--- src/rtl/ip_rx_dispatch_pkg.sv ---
// Shared IPv4 receive definitions: header constants, field offsets and the
// ones-complement fold used by header checksum logic.
package ip_rx_dispatch_pkg;

  localparam logic [3:0] IP_VERSION = 4'd4;
  localparam logic [3:0] IP_MIN_IHL = 4'd5;
  localparam logic [7:0] PROTO_ICMP = 8'd1;
  localparam logic [7:0] PROTO_UDP  = 8'd17;

  localparam logic [5:0] OFS_TOTLEN  = 6'd2;
  localparam logic [5:0] OFS_PROTO   = 6'd9;
  localparam logic [5:0] OFS_SRC     = 6'd12;
  localparam logic [5:0] OFS_DST     = 6'd16;
  localparam logic [5:0] OFS_HDR_END = 6'd19;

  typedef enum logic [1:0] {
    VERDICT_ACCEPT = 2'd0,
    VERDICT_SILENT = 2'd1,
    VERDICT_DROP   = 2'd2
  } verdict_t;

  // Complemented end-around-carry fold; zero means the header sums correctly.
  function automatic logic [15:0] csum_fold(input logic [31:0] sum);
    logic [16:0] first_s;
    logic [15:0] second_s;
    first_s  = {1'b0, sum[15:0]} + {1'b0, sum[31:16]};
    second_s = first_s[15:0] + {15'd0, first_s[16]};
    return ~second_s;
  endfunction

endpackage

--- src/rtl/ip_rx_dispatch_if.sv ---
// Byte stream into the dispatcher and the gated payload stream out to the
// ICMP and UDP responders, with their busy back-pressure.
interface ip_rx_dispatch_if;
  logic       rx_enable;
  logic [7:0] rx_data;
  logic       icmp_busy;
  logic       udp_busy;
  logic [7:0] payload_data;
  logic       icmp_rx_enable;
  logic       udp_rx_enable;

  modport master (
    output rx_enable, rx_data, icmp_busy, udp_busy,
    input  payload_data, icmp_rx_enable, udp_rx_enable
  );

  modport slave (
    input  rx_enable, rx_data, icmp_busy, udp_busy,
    output payload_data, icmp_rx_enable, udp_rx_enable
  );
endinterface

--- src/rtl/ip_hdr_csum.sv ---
// Byte-serial IPv4 header checksum: even-index bytes are the high half of each
// 16-bit word; the folded result already includes the byte on the input.
module ip_hdr_csum
  import ip_rx_dispatch_pkg::*;
(
  input  logic        rx_clock,
  input  logic        reset,
  input  logic        clear,
  input  logic        byte_en,
  input  logic        odd,
  input  logic [7:0]  data,
  output logic [15:0] folded
);

  logic [31:0] acc_r;
  logic [31:0] sum_s;
  logic [7:0]  hi_r;

  // Running sum including the word completed by the current odd byte.
  always_comb begin
    sum_s = clear ? 32'd0 : acc_r;
    if (byte_en && odd) begin
      sum_s = sum_s + {16'd0, hi_r, data};
    end else begin
      sum_s = sum_s;
    end
    folded = csum_fold(sum_s);
  end

  // Accumulator and pending high byte.
  always_ff @(posedge rx_clock) begin
    if (reset) begin
      acc_r <= 32'd0;
      hi_r  <= 8'd0;
    end else begin
      if (byte_en || clear) acc_r <= sum_s;
      if (byte_en && !odd)  hi_r  <= data;
    end
  end

endmodule

--- src/rtl/ip_rx_dispatch.sv ---
// IPv4 receive dispatcher: parses and validates the header, then forwards the
// payload (without Ethernet padding) to exactly one of the ICMP/UDP responders.
module ip_rx_dispatch
  import ip_rx_dispatch_pkg::*;
#(
  parameter logic [7:0] ICMP_PROTO     = 8'd1,
  parameter logic [7:0] UDP_PROTO      = 8'd17,
  parameter bit         CHECK_HDR_CSUM = 1'b1
) (
  input  logic              rx_clock,
  input  logic              reset,
  ip_rx_dispatch_if.slave   bus,
  input  logic [31:0]       local_ip,
  output logic [31:0]       remote_ip,
  output logic              is_broadcast,
  output logic [15:0]       drop_count,
  output logic              hdr_error
);

  localparam logic [2:0] ST_IDLE    = 3'd0;
  localparam logic [2:0] ST_HEADER  = 3'd1;
  localparam logic [2:0] ST_OPTIONS = 3'd2;
  localparam logic [2:0] ST_PAYLOAD = 3'd3;
  localparam logic [2:0] ST_DISCARD = 3'd4;

  logic [2:0]  state_r, state_nxt_s;
  logic [5:0]  hdr_cnt_r;
  logic [3:0]  ihl_r;
  logic [15:0] total_len_r, rem_r, drop_r;
  logic [7:0]  proto_r, payload_r;
  logic [31:0] src_r, dst_r, remote_ip_r, dst_eff_s;
  logic        sel_icmp_r, icmp_en_r, udp_en_r, bcast_r, hdr_err_r;
  logic        in_hdr_s, last_s, csum_ok_s, len_ok_s, dst_ok_s, proto_ok_s, busy_s;
  logic        accept_s, count_s, err_s, fwd_s;
  logic [15:0] folded_s;
  verdict_t    verdict_s;

  assign in_hdr_s = (state_r == ST_HEADER) || (state_r == ST_OPTIONS);
  assign last_s   = (hdr_cnt_r == {ihl_r - 4'd1, 2'b11});
  assign fwd_s    = (state_r == ST_PAYLOAD) && bus.rx_enable && (rem_r != 16'd0);

  ip_hdr_csum u_csum (
    .rx_clock (rx_clock),
    .reset    (reset),
    .clear    (state_r == ST_IDLE),
    .byte_en  (bus.rx_enable && ((state_r == ST_IDLE) || in_hdr_s)),
    .odd      (hdr_cnt_r[0] && in_hdr_s),
    .data     (bus.rx_data),
    .folded   (folded_s)
  );

  // Header verdict; the last destination byte is still on the bus when IHL is 5.
  always_comb begin
    if (hdr_cnt_r == OFS_HDR_END) dst_eff_s = {dst_r[23:0], bus.rx_data};
    else                          dst_eff_s = dst_r;
    csum_ok_s  = !CHECK_HDR_CSUM || (folded_s == 16'd0);
    len_ok_s   = total_len_r > {10'd0, ihl_r, 2'b00};
    dst_ok_s   = (dst_eff_s == local_ip) ||
                 ((dst_eff_s == 32'hFFFF_FFFF) && (proto_r == UDP_PROTO));
    proto_ok_s = (proto_r == ICMP_PROTO) || (proto_r == UDP_PROTO);
    busy_s     = (proto_r == ICMP_PROTO) ? bus.icmp_busy : bus.udp_busy;
    if (!csum_ok_s || !len_ok_s)      verdict_s = VERDICT_DROP;
    else if (!dst_ok_s || !proto_ok_s) verdict_s = VERDICT_SILENT;
    else if (busy_s)                   verdict_s = VERDICT_DROP;
    else                               verdict_s = VERDICT_ACCEPT;
  end

  // Next-state, drop-count and error-pulse decisions.
  always_comb begin
    state_nxt_s = state_r;
    accept_s    = 1'b0;
    count_s     = 1'b0;
    err_s       = 1'b0;
    case (state_r)
      ST_IDLE: begin
        if (!bus.rx_enable) begin
          state_nxt_s = ST_IDLE;
        end else if ((bus.rx_data[7:4] == IP_VERSION) && (bus.rx_data[3:0] >= IP_MIN_IHL)) begin
          state_nxt_s = ST_HEADER;
        end else begin
          state_nxt_s = ST_DISCARD;
          count_s     = 1'b1;
          err_s       = 1'b1;
        end
      end
      ST_HEADER, ST_OPTIONS: begin
        if (!bus.rx_enable) begin
          state_nxt_s = ST_IDLE;
          count_s     = 1'b1;
          err_s       = 1'b1;
        end else if (last_s) begin
          case (verdict_s)
            VERDICT_ACCEPT: begin
              state_nxt_s = ST_PAYLOAD;
              accept_s    = 1'b1;
            end
            VERDICT_SILENT: state_nxt_s = ST_DISCARD;
            default: begin
              state_nxt_s = ST_DISCARD;
              count_s     = 1'b1;
              err_s       = 1'b1;
            end
          endcase
        end else if (hdr_cnt_r == OFS_HDR_END) begin
          state_nxt_s = ST_OPTIONS;
        end else begin
          state_nxt_s = state_r;
        end
      end
      ST_PAYLOAD: begin
        if (!bus.rx_enable)          state_nxt_s = ST_IDLE;
        else if (rem_r == 16'd0)     state_nxt_s = ST_DISCARD;
        else                         state_nxt_s = ST_PAYLOAD;
      end
      ST_DISCARD: begin
        if (!bus.rx_enable) state_nxt_s = ST_IDLE;
        else                state_nxt_s = ST_DISCARD;
      end
      default: state_nxt_s = ST_IDLE;
    endcase
  end

  // State, header fields, payload gating and status registers.
  always_ff @(posedge rx_clock) begin
    if (reset) begin
      state_r     <= bus.rx_enable ? ST_DISCARD : ST_IDLE;
      hdr_cnt_r   <= 6'd0;
      ihl_r       <= 4'd0;
      total_len_r <= 16'd0;
      proto_r     <= 8'd0;
      src_r       <= 32'd0;
      dst_r       <= 32'd0;
      rem_r       <= 16'd0;
      sel_icmp_r  <= 1'b0;
      icmp_en_r   <= 1'b0;
      udp_en_r    <= 1'b0;
      payload_r   <= 8'd0;
      remote_ip_r <= 32'd0;
      bcast_r     <= 1'b0;
      drop_r      <= 16'd0;
      hdr_err_r   <= 1'b0;
    end else begin
      state_r   <= state_nxt_s;
      payload_r <= bus.rx_data;
      hdr_err_r <= err_s;
      icmp_en_r <= fwd_s && sel_icmp_r;
      udp_en_r  <= fwd_s && !sel_icmp_r;
      if (state_r == ST_IDLE && bus.rx_enable) begin
        ihl_r     <= bus.rx_data[3:0];
        hdr_cnt_r <= 6'd1;
      end else if (in_hdr_s && bus.rx_enable) begin
        hdr_cnt_r <= hdr_cnt_r + 6'd1;
        case (hdr_cnt_r)
          OFS_TOTLEN:         total_len_r[15:8] <= bus.rx_data;
          OFS_TOTLEN + 6'd1:  total_len_r[7:0]  <= bus.rx_data;
          OFS_PROTO:          proto_r           <= bus.rx_data;
          default: begin end
        endcase
        if (hdr_cnt_r >= OFS_SRC && hdr_cnt_r < OFS_DST)
          src_r <= {src_r[23:0], bus.rx_data};
        if (hdr_cnt_r >= OFS_DST && hdr_cnt_r <= OFS_HDR_END)
          dst_r <= {dst_r[23:0], bus.rx_data};
      end
      if (accept_s) begin
        rem_r       <= total_len_r - {10'd0, ihl_r, 2'b00};
        sel_icmp_r  <= (proto_r == ICMP_PROTO);
        remote_ip_r <= src_r;
        bcast_r     <= (dst_eff_s == 32'hFFFF_FFFF);
      end else if (fwd_s) begin
        rem_r <= rem_r - 16'd1;
      end
      if (count_s && drop_r != 16'hFFFF) drop_r <= drop_r + 16'd1;
    end
  end

  assign bus.payload_data   = payload_r;
  assign bus.icmp_rx_enable = icmp_en_r;
  assign bus.udp_rx_enable  = udp_en_r;
  assign remote_ip          = remote_ip_r;
  assign is_broadcast       = bcast_r;
  assign drop_count         = drop_r;
  assign hdr_error          = hdr_err_r;

endmodule

--- src/flat_wrapper.sv ---
// flat-port wrapper written by rule: the top's interface ports become plain ports
module ip_rx_dispatch_flat import ip_rx_dispatch_pkg::*;
#(
  parameter logic [7:0] ICMP_PROTO     = 8'd1,
  parameter logic [7:0] UDP_PROTO      = 8'd17,
  parameter bit         CHECK_HDR_CSUM = 1'b1
)
  (rx_clock, reset, local_ip, remote_ip, is_broadcast, drop_count, hdr_error, bus_rx_enable, bus_rx_data, bus_icmp_busy, bus_udp_busy, bus_payload_data, bus_icmp_rx_enable, bus_udp_rx_enable);
  ip_rx_dispatch_if bus_i ();
  input  logic rx_clock;
  input  logic reset;
  input  logic [31:0] local_ip;
  output logic [31:0] remote_ip;
  output logic is_broadcast;
  output logic [15:0] drop_count;
  output logic hdr_error;
  input wire logic [$bits(bus_i.rx_enable)-1:0] bus_rx_enable;
  input wire logic [$bits(bus_i.rx_data)-1:0] bus_rx_data;
  input wire logic [$bits(bus_i.icmp_busy)-1:0] bus_icmp_busy;
  input wire logic [$bits(bus_i.udp_busy)-1:0] bus_udp_busy;
  output wire logic [$bits(bus_i.payload_data)-1:0] bus_payload_data;
  output wire logic [$bits(bus_i.icmp_rx_enable)-1:0] bus_icmp_rx_enable;
  output wire logic [$bits(bus_i.udp_rx_enable)-1:0] bus_udp_rx_enable;
  assign bus_i.rx_enable = bus_rx_enable;
  assign bus_i.rx_data = bus_rx_data;
  assign bus_i.icmp_busy = bus_icmp_busy;
  assign bus_i.udp_busy = bus_udp_busy;
  assign bus_payload_data = bus_i.payload_data;
  assign bus_icmp_rx_enable = bus_i.icmp_rx_enable;
  assign bus_udp_rx_enable = bus_i.udp_rx_enable;
  ip_rx_dispatch #(.ICMP_PROTO(ICMP_PROTO), .UDP_PROTO(UDP_PROTO), .CHECK_HDR_CSUM(CHECK_HDR_CSUM)) u_core (.rx_clock(rx_clock), .reset(reset), .bus(bus_i), .local_ip(local_ip), .remote_ip(remote_ip), .is_broadcast(is_broadcast), .drop_count(drop_count), .hdr_error(hdr_error));
endmodule
--- config.mk ---
export PLATFORM = sky130hd
export DESIGN_NAME = ip_rx_dispatch_flat
export DESIGN_NICKNAME = d
export VERILOG_FILES = /design/src/rtl/ip_rx_dispatch_pkg.sv /design/src/rtl/ip_rx_dispatch_if.sv /design/src/rtl/ip_hdr_csum.sv /design/src/rtl/ip_rx_dispatch.sv /design/src/flat_wrapper.sv
export SDC_FILE = /design/constraint.sdc
export NUM_CORES = 1
export LEC_CHECK = 0
export ABC_AREA = 1
export CAP_MARGIN = 0
export CORE_MARGIN = 1
export CORE_UTILIZATION = 42
export CTS_CLUSTER_DIAMETER = 80
export CTS_CLUSTER_SIZE = 40
export DETAILED_ROUTE_END_ITERATION = 12
export PLACE_DENSITY_LB_ADDON = 0.2
export SETUP_SLACK_MARGIN = 0.5
export SLEW_MARGIN = 5
export SYNTH_ARGS = -nofsm -noshare
export SYNTH_HDL_FRONTEND = slang
export SYNTH_SLANG_ARGS = --single-unit
--- constraint.sdc ---
create_clock -name rx_clock -period 13.05 [get_ports rx_clock]
set_input_delay 1.9575 -clock rx_clock [delete_from_list [all_inputs] [get_ports rx_clock]]
set_output_delay 1.9575 -clock rx_clock [all_outputs]
set_load 0.01 [all_outputs]
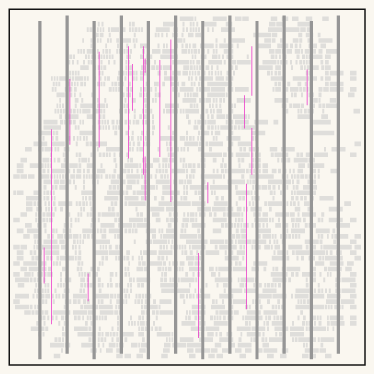
Run 1: signal wires on met4
Scale: 2 px per um. Supply wires on this layer in gray.
- longest straight run: 97.2 um
- wire length on this layer: 706 um
- nets with wire on the layer: 14
- main direction: vertical
Total Routed Length: 35.1 mm
total number of vias: 12556

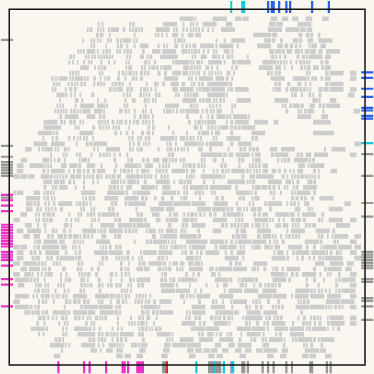
Run 1: pin placement
Scale: 2 px per um. Pins as bars across the die edge, other pins in gray.
- local_ip: magenta (pins 32; direction input; edge 21 left, 11 bottom)
- bus_payload_data: cyan (pins 8; direction output; edge 4 bottom, 3 top, 1 right)
- bus_icmp_busy: red (pins 1; direction input; edge bottom)
- drop_count: blue (pins 16; direction output; edge 8 right, 8 top)
DIE HEIGHT: 177 um
count of buffers from port buffering: 104
Die X: 177 um

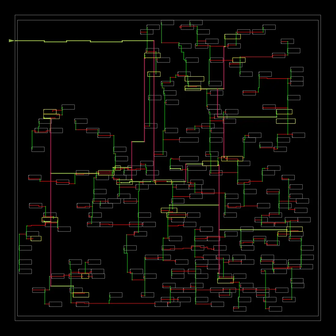
Run 1: the clock network
Clk. pwr: 0.566 mW
registers: 218
clock latency of the later-clocked register in the worst-skew pair: 0.53 ns

==> flow_metrics.env, run 1 <==
# yosys + openroad results
export IMPL_grt_util_met3_pct=2.32
export IMPL_xor_area_share_pct=4.35
export IMPL_status="finished, final reports clean"
export IMPL_preCtsSetupSlack_ns=3.13
export IMPL_most_frequently_used_flop_master_after_synthesis="sky130_fd_sc_hd__dfxtp_1"
export IMPL_type_of_origin_of_the_critical_path="input pin"
export IMPL_crit_path_max_fanout=59
export IMPL_netlist_cell_type_count=49
export IMPL_layout_non_clock_inverters=243
export IMPL_detail_route_iter0_violations=953
export IMPL_slew_viol_final=0
export IMPL_area_share_combinational_pct=49.2
export IMPL_ys_async_sr_fraction_pct=0
export IMPL_initCoreUtil_pct=43.1
export IMPL_power_per_cell_area_mw_per_mm2=91.8
export IMPL_topCellsByArea="sky130_fd_sc_hd__dfxtp_1 33%, sky130_fd_sc_hd__nand2_1 12%, sky130_fd_sc_hd__nor2_1 8.3%"
export IMPL_finalSetupTns_ns=0
export IMPL_post_route_cells_drive_above_1_share_pct=4.64
export IMPL_vdd_ir_drop_worst_mv=0.0849
export IMPL_min_delay_path_depth=1
export IMPL_yosys_stat_area_sq_mm=0.0129
export IMPL_use_met1_pct=30.6
export IMPL_holdWs_ns=0.459
export IMPL_post_cts_setup_buffers=0
export IMPL_critical_path_s_most_frequent_cell="sky130_fd_sc_hd__nand2_1"
export IMPL_synth_sequential_area_ratio_pct=34.1
export IMPL_fmax_ghz=0.106
export IMPL_slew_at_the_pin_with_the_worst_max_slew_slack_ns=1.07
export IMPL_seq_share_pct=29.9
export IMPL_cp_arrival_ns=9.75
export IMPL_flop_to_flop_setup_slack_ns=4.78
export IMPL_p_sw_mw=0.371
export IMPL_layout_area_seq_sq_mm=0.00439
export IMPL_cp_slowest_stage_delay_ns=0.55
export IMPL_hold_path_class="reg -> reg"
export IMPL_areaGrowthSynthToFinish_pct=14.3
export IMPL_post_cts_hold_buffer_count=0
export IMPL_number_of_openroad_warnings=28
export IMPL_switching_power_as_a_share_of_total_power_pct=27.5
export IMPL_netlist_area_sq_mm=0.0129
export IMPL_core_rowCount=63
export IMPL_timing_final_crit_share_pct=72.5
export IMPL_grt_ovfl_total=0
export IMPL_layout_cells_most_common="sky130_fd_sc_hd__nand2_1"
export IMPL_largest_area_cell="sky130_fd_sc_hd__dfxtp_1"
export IMPL_setup_violations=0
export IMPL_worstRegToRegCells=51
export IMPL_pin_count=105
export IMPL_design_die_area_sq_mm=0.0314
export IMPL_crit_type="in -> reg"
export IMPL_critical_path_slowest_cell="sky130_fd_sc_hd__fa_1"
export IMPL_wl_per_cell_um=14.5
export IMPL_gr_max_usage_layer="met2"
export IMPL_detailedPlacementHpwl_mm=25.0
export IMPL_hp_start="u_core.sel_icmp_r$_SDFFE_PP0N_"
export IMPL_min_delay_worst_endpoint="u_core.bus.udp_rx_enable$_SDFF_PP0_"
export IMPL_fill_cells=3045
export IMPL_pwr_share_seq_pct=50.1
export IMPL_use_met2_pct=36.4
export IMPL_mostFrequentLayoutCells="399 x sky130_fd_sc_hd__nand2_1, 284 x sky130_fd_sc_hd__nor2_1, 231 x sky130_fd_sc_hd__inv_1"
export IMPL_clock_input_transition_at_the_sequential_cells_of_the_worst_setup_and_hold_paths_ns=0.12
export IMPL_core_area_sq_mm=0.0299
export IMPL_placedCellCount=2391
export IMPL_multiInputGateArea_sq_mm=0.00723
export IMPL_non_clock_buffer_count=112
export IMPL_biggestCellCategory="logic gates"
export IMPL_cell_resize_tally_after_clock_tree_synthesis=0
export IMPL_n_multi_input_combinational_cell=1428
run 1: flip-flops by register name (all words and copies together), names as in the netlist:
register                   cells
u_core.dst_r                  32
u_core.remote_ip              32
u_core.src_r                  32
u_core.u_csum.acc_r           32
u_core.drop_count             16
u_core.rem_r                  16
u_core.total_len_r            16
u_core.bus.payload_data        8
u_core.proto_r                 8
u_core.u_csum.hi_r             8
u_core.hdr_cnt_r               6
u_core.ihl_r                   4
u_core.state_r                 3
u_core.bus.icmp_rx_enable      1
u_core.bus.udp_rx_enable       1
u_core.hdr_error               1
u_core.is_broadcast            1
u_core.sel_icmp_r              1
run 1: worst max-delay path by stage:
stage                                             end  slack (ns)  cells past startpoint
floorplan           u_core.drop_count[7]$_SDFFE_PP0P_        5.34                     50
global placement       u_core.sel_icmp_r$_SDFFE_PP0N_        3.35                     49
detailed placement    u_core.state_r[0]$_SDFFCE_PP0P_        3.13                     48
CTS                    u_core.sel_icmp_r$_SDFFE_PP0N_        3.65                     49
global route          u_core.state_r[0]$_SDFFCE_PP0P_        2.78                     48
finish                u_core.state_r[0]$_SDFFCE_PP0P_        3.59                     48
run 1: Yosys cell counts, types with 11 or more instances:
| cell type | instances |
|---|---|
| sky130_fd_sc_hd__xor2_1 | 41 |
| sky130_fd_sc_hd__nand2_1 | 399 |
| sky130_fd_sc_hd__dfxtp_1 | 215 |
| sky130_fd_sc_hd__xnor2_1 | 23 |
| sky130_fd_sc_hd__nand3_1 | 138 |
| sky130_fd_sc_hd__buf_2 | 15 |
| sky130_fd_sc_hd__a21oi_2 | 11 |
| sky130_fd_sc_hd__o21ai_0 | 177 |
| sky130_fd_sc_hd__inv_1 | 232 |
| sky130_fd_sc_hd__a21oi_1 | 127 |
| sky130_fd_sc_hd__nand2_2 | 17 |
| sky130_fd_sc_hd__clkbuf_1 | 53 |
| sky130_fd_sc_hd__ha_1 | 43 |
| sky130_fd_sc_hd__nor3_1 | 46 |
| sky130_fd_sc_hd__nand4_1 | 37 |
| sky130_fd_sc_hd__nor2_1 | 286 |
run 1: power by group through the flow:
stage          combinational [mW]  clock (mW)  sequential (mW)
6_report                    0.108       0.566            0.677
3_3_place_gp                0.107           0            0.692
2_1_floorplan              0.0658           0            0.692
4_1_cts                     0.108       0.582            0.677
5_1_grt                     0.119       0.605            0.678
3_5_place_dp                0.107           0            0.692
run 1: per-stage QoR:
step	power, mW	cell area, sq um	util [%]
after floorplan	0.758	12900	-
after global placement	0.799	14100	47.3
after detailed placement	0.800	14100	47.3
after CTS	1.37	14700	49.2
after global routing	1.40	14700	49.2
final	1.35	14700	49.2
run 1: layer usage:
layer | part of all wire, % | up-vias | wire length [um]
met5 | 0 | - | 0
met2 | 46 | 307 | 16000
li1 | - | 6445 | -
met1 | 48 | 5761 | 16800
met3 | 4.5 | 43 | 1590
met4 | 2.0 | 0 | 705
run 1: worst max-delay path, delay by kind of cell:
kind | cells | cell delay, ns
compound gates | 6 | 1.24
xor+xnor | 1 | 0.18
simple gates | 30 | 3.31
fa+ha+maj | 4 | 1.27
buf+inv | 7 | 1.76
Run 1, signal wires on met3:
Scale: 3 px per um.
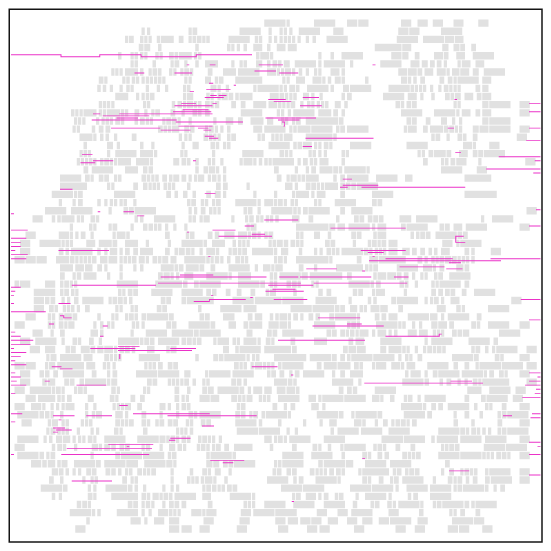

## Run 2: what changed since run 1
==> constraint.sdc (replaced) <==
create_clock -name rx_clock -period 8.27 [get_ports rx_clock]
set_input_delay 1.2405 -clock rx_clock [delete_from_list [all_inputs] [get_ports rx_clock]]
set_output_delay 1.2405 -clock rx_clock [all_outputs]
set_load 0.01 [all_outputs]
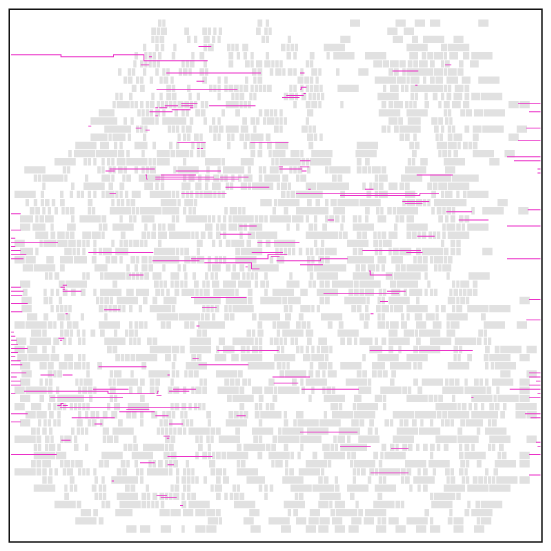
Run 2: signal wires on met3
Scale: 3 px per um.
- longest straight run: 46.2 um
- main direction: horizontal
- share of all routed wire: 4.0%
- nets with wire on the layer: 146
- wire length on this layer: 1420 um
Total Routed Length: 35.8 mm
met3 track demand over resource in global routing: 2.13%

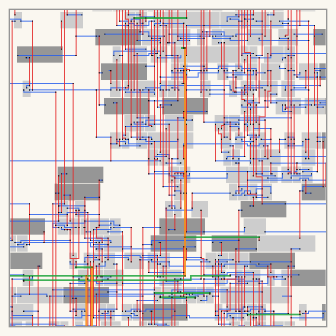
Run 2: a small window of the routed layout
Region (108, 108) to (158, 158) um. Cells in gray, sequential cells in the stronger gray; small squares are vias.
- M1: blue
- M3: green
- M4: orange
- M2: red
- cells with their middle in the window: 163
- netlist names of flops here include: u_core.drop_count (7), u_core.rem_r (4), u_core.total_len_r (4)
- sequential cells in the window: 17
- most frequent: nor2_1 (22), nand2_1 (21), nand3_1 (20)

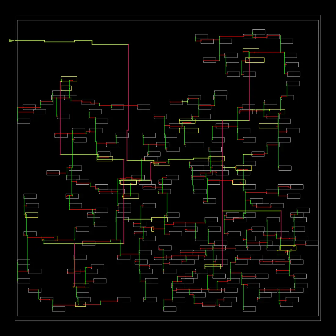
Run 2: the clock network
number of clock buffers inserted by TritonCTS: 14
count of clock buffers in the final design: 16

==> run 2 against run 1 <==
Compared with the run above:
- clock skew grew 0.0039 ns
- sequential power grew 58%
- routed wire length grew 2.1%
- hold slack gained 0.023 ns
- largest power group unchanged
==> flow_metrics.env, run 2 <==
# yosys + openroad results
export IMPL_core_rowCount=63
export IMPL_ys_top_cells_by_count="399 x sky130_fd_sc_hd__nand2_1, 286 x sky130_fd_sc_hd__nor2_1, 232 x sky130_fd_sc_hd__inv_1, 215 x sky130_fd_sc_hd__dfxtp_1, 177 x sky130_fd_sc_hd__o21ai_0"
export IMPL_worst_skew_pair_late_latency_ns=0.53
export IMPL_floorplan_die_height_um=177
export IMPL_chipWidth_um=177
export IMPL_design_die_area_sq_mm=0.0314
export IMPL_power_per_cell_area_mw_per_mm2=141
export IMPL_pin_count=105
export IMPL_most_frequently_used_flop_master_after_synthesis="sky130_fd_sc_hd__dfxtp_1"
export IMPL_cp_slowest_stage_delay_ns=0.50
export IMPL_hold_path_class="reg -> reg"
export IMPL_netlist_area_sq_mm=0.0129
export IMPL_io_buffer_count=104
export IMPL_core_area_sq_mm=0.0299
export IMPL_grt_total_usage_pct=22.9
export IMPL_critical_path_s_most_frequent_cell="sky130_fd_sc_hd__nand2_1"
export IMPL_synth_edff_count=3
export IMPL_crit_type="in -> reg"
export IMPL_slew_viol_final=0
export IMPL_mostFrequentLayoutCells="398 x sky130_fd_sc_hd__nand2_1, 281 x sky130_fd_sc_hd__nor2_1, 231 x sky130_fd_sc_hd__inv_1"
export IMPL_cp_arrival_ns=7.58
export IMPL_synth_sequential_area_ratio_pct=34.1
export IMPL_fmax_ghz=0.140
export IMPL_type_of_origin_of_the_critical_path="input pin"
export IMPL_yosys_stat_area_sq_mm=0.0129
export IMPL_status="finished, final reports clean"
export IMPL_detail_route_iter0_violations=1144
export IMPL_finalSetupTns_ns=0
export IMPL_place_congestion=0.896
export IMPL_slew_at_the_pin_with_the_worst_max_slew_slack_ns=1.03
export IMPL_p_sw_mw=0.585
export IMPL_netlist_cell_type_count=49
export IMPL_clock_input_transition_at_the_sequential_cells_of_the_worst_setup_and_hold_paths_ns=0.13
export IMPL_ctsLongestPathBuffers=3
export IMPL_share_of_total_power_in_the_clock_network_pct=40.7
export IMPL_post_synth_top_count_cell="sky130_fd_sc_hd__nand2_1"
export IMPL_detailedPlacementHpwl_mm=25.8
export IMPL_first_global_vias=11638
export IMPL_areaGrowthSynthToFinish_pct=15.6
export IMPL_wl_per_cell_um=14.8
export IMPL_ys_warnings_count=0
export IMPL_layout_cells_most_common="sky130_fd_sc_hd__nand2_1"
export IMPL_switching_power_as_a_share_of_total_power_pct=27.9
export IMPL_largest_area_cell="sky130_fd_sc_hd__dfxtp_1"
export IMPL_layout_area_seq_sq_mm=0.00439
export IMPL_setup_violations=0
export IMPL_initCoreUtil_pct=43.1
export IMPL_ys_async_sr_fraction_pct=0
export IMPL_timing_final_crit_share_pct=86.2
export IMPL_tritoncts="done"
export IMPL_critical_path_slowest_cell="sky130_fd_sc_hd__clkdlybuf4s50_1"
export IMPL_holdWs_ns=0.482
export IMPL_grt_max_degree=88
export IMPL_pwr_share_seq_pct=51.0
export IMPL_multiInputGateArea_sq_mm=0.00733
export IMPL_preCtsSetupSlack_ns=0.0992
export IMPL_power_static_leakage_nw=6.51
export IMPL_post_route_cells_drive_above_1_share_pct=5.65
export IMPL_fill_cells=2969
export IMPL_routed_via_count=12652
export IMPL_grt_ovfl_total=0
export IMPL_topCellsByArea="sky130_fd_sc_hd__dfxtp_1 33%, sky130_fd_sc_hd__nand2_1 12%, sky130_fd_sc_hd__nor2_1 8.3%"
export IMPL_vdd_ir_drop_worst_mv=0.123
export IMPL_crit_path_max_fanout=20
export IMPL_post_cts_hold_buffer_count=0
export IMPL_clk_root_buffer_cell="sky130_fd_sc_hd__clkbuf_16"
export IMPL_number_of_openroad_warnings=28
==> run 2: netlist changes by cell type in the layout (fill, tap and decap cells not counted), sizes merged <==
cell,delta
bufinv,-1
clkinv,+1
nand2,+1
clkdlybuf4s50,-2
inv,-2
buf,+9
dlymetal6s2s,+2
==> run 2: metal layers <==
layer / up-vias / GRT usage [%] / wire length [um]
met4: 0 / 4.99 / 681
met3: 51 / 2.13 / 1420
li1: 6466 / - / -
met2: 289 / 37.9 / 16500
met5: - / 0 / 0
met1: 5846 / 32.0 / 17300
==> run 2: timing repair <==
action,4_1_cts,5_1_grt
setup buffers,0,1
resized,0,30
endpoints found under the setup margin,0,70
==> run 2: power groups by stage <==
stage | clock network, mW | registers (mW) | logic, mW
after CTS | 0.866 | 1.07 | 0.172
after global routing | 0.908 | 1.07 | 0.194
after floorplan | 0 | 1.09 | 0.104
after detailed placement | 0 | 1.09 | 0.172
final | 0.852 | 1.07 | 0.174
after global placement | 0 | 1.09 | 0.171
==> run 2: worst paths after layout <==
path                              startpoint                              endpoint  slack (ns)  depth (start not counted)
max                           bus_rx_data[4]     u_core.drop_count[8]$_SDFFE_PP0P_        1.14                         47
min reg2reg   u_core.sel_icmp_r$_SDFFE_PP0N_  u_core.bus.icmp_rx_enable$_SDFF_PP0_        0.48                          2
max reg2reg  u_core.state_r[1]$_SDFFCE_PP0P_     u_core.drop_count[8]$_SDFFE_PP0P_        1.25                         51
min           u_core.sel_icmp_r$_SDFFE_PP0N_  u_core.bus.icmp_rx_enable$_SDFF_PP0_        0.48                          2
==> run 2: through the flow <==
stage / utilization, % / power, mW / cell area, sq um / cells
2_1_floorplan: - / 1.20 / 12900 / 1965
3_3_place_gp: 47.5 / 1.26 / 14200 / 2399
3_5_place_dp: 47.5 / 1.26 / 14200 / 2399
4_1_cts: 49.4 / 2.11 / 14800 / 2423
5_1_grt: 49.8 / 2.17 / 14900 / 2425
6_report: 49.8 / 2.09 / 14900 / 2425
==> run 2: area by class of cell <==
cell class	instances	area share, %
clock inverter	8	1.20
inverter	243	6.16
sequential	218	29.5
clock buffer	16	2.55
timing repair buffer	121	8.02
multi-input combinational	1429	49.3
tap	390	3.28
==> run 2: cell families after synthesis <==
logic type	share of synthesized area (%)
compound gates	14.5
buf+inv	9.79
mux	0.0778
simple gates	32.5
xor+xnor	4.35
flops	34.1
fa+ha+maj	4.65
==> run 2: worst max-delay path: cells and delay by family <==
kind                       cells  cell delay, ns
adders and majority gates      4            1.17
xor gates and xnor gates       1            0.21
and+or+nand+nor               29            2.68
buffers and inverters          3            0.64
AOI/OAI and AO/OA             10            1.58
Power is estimated from default activity; no workload was simulated.
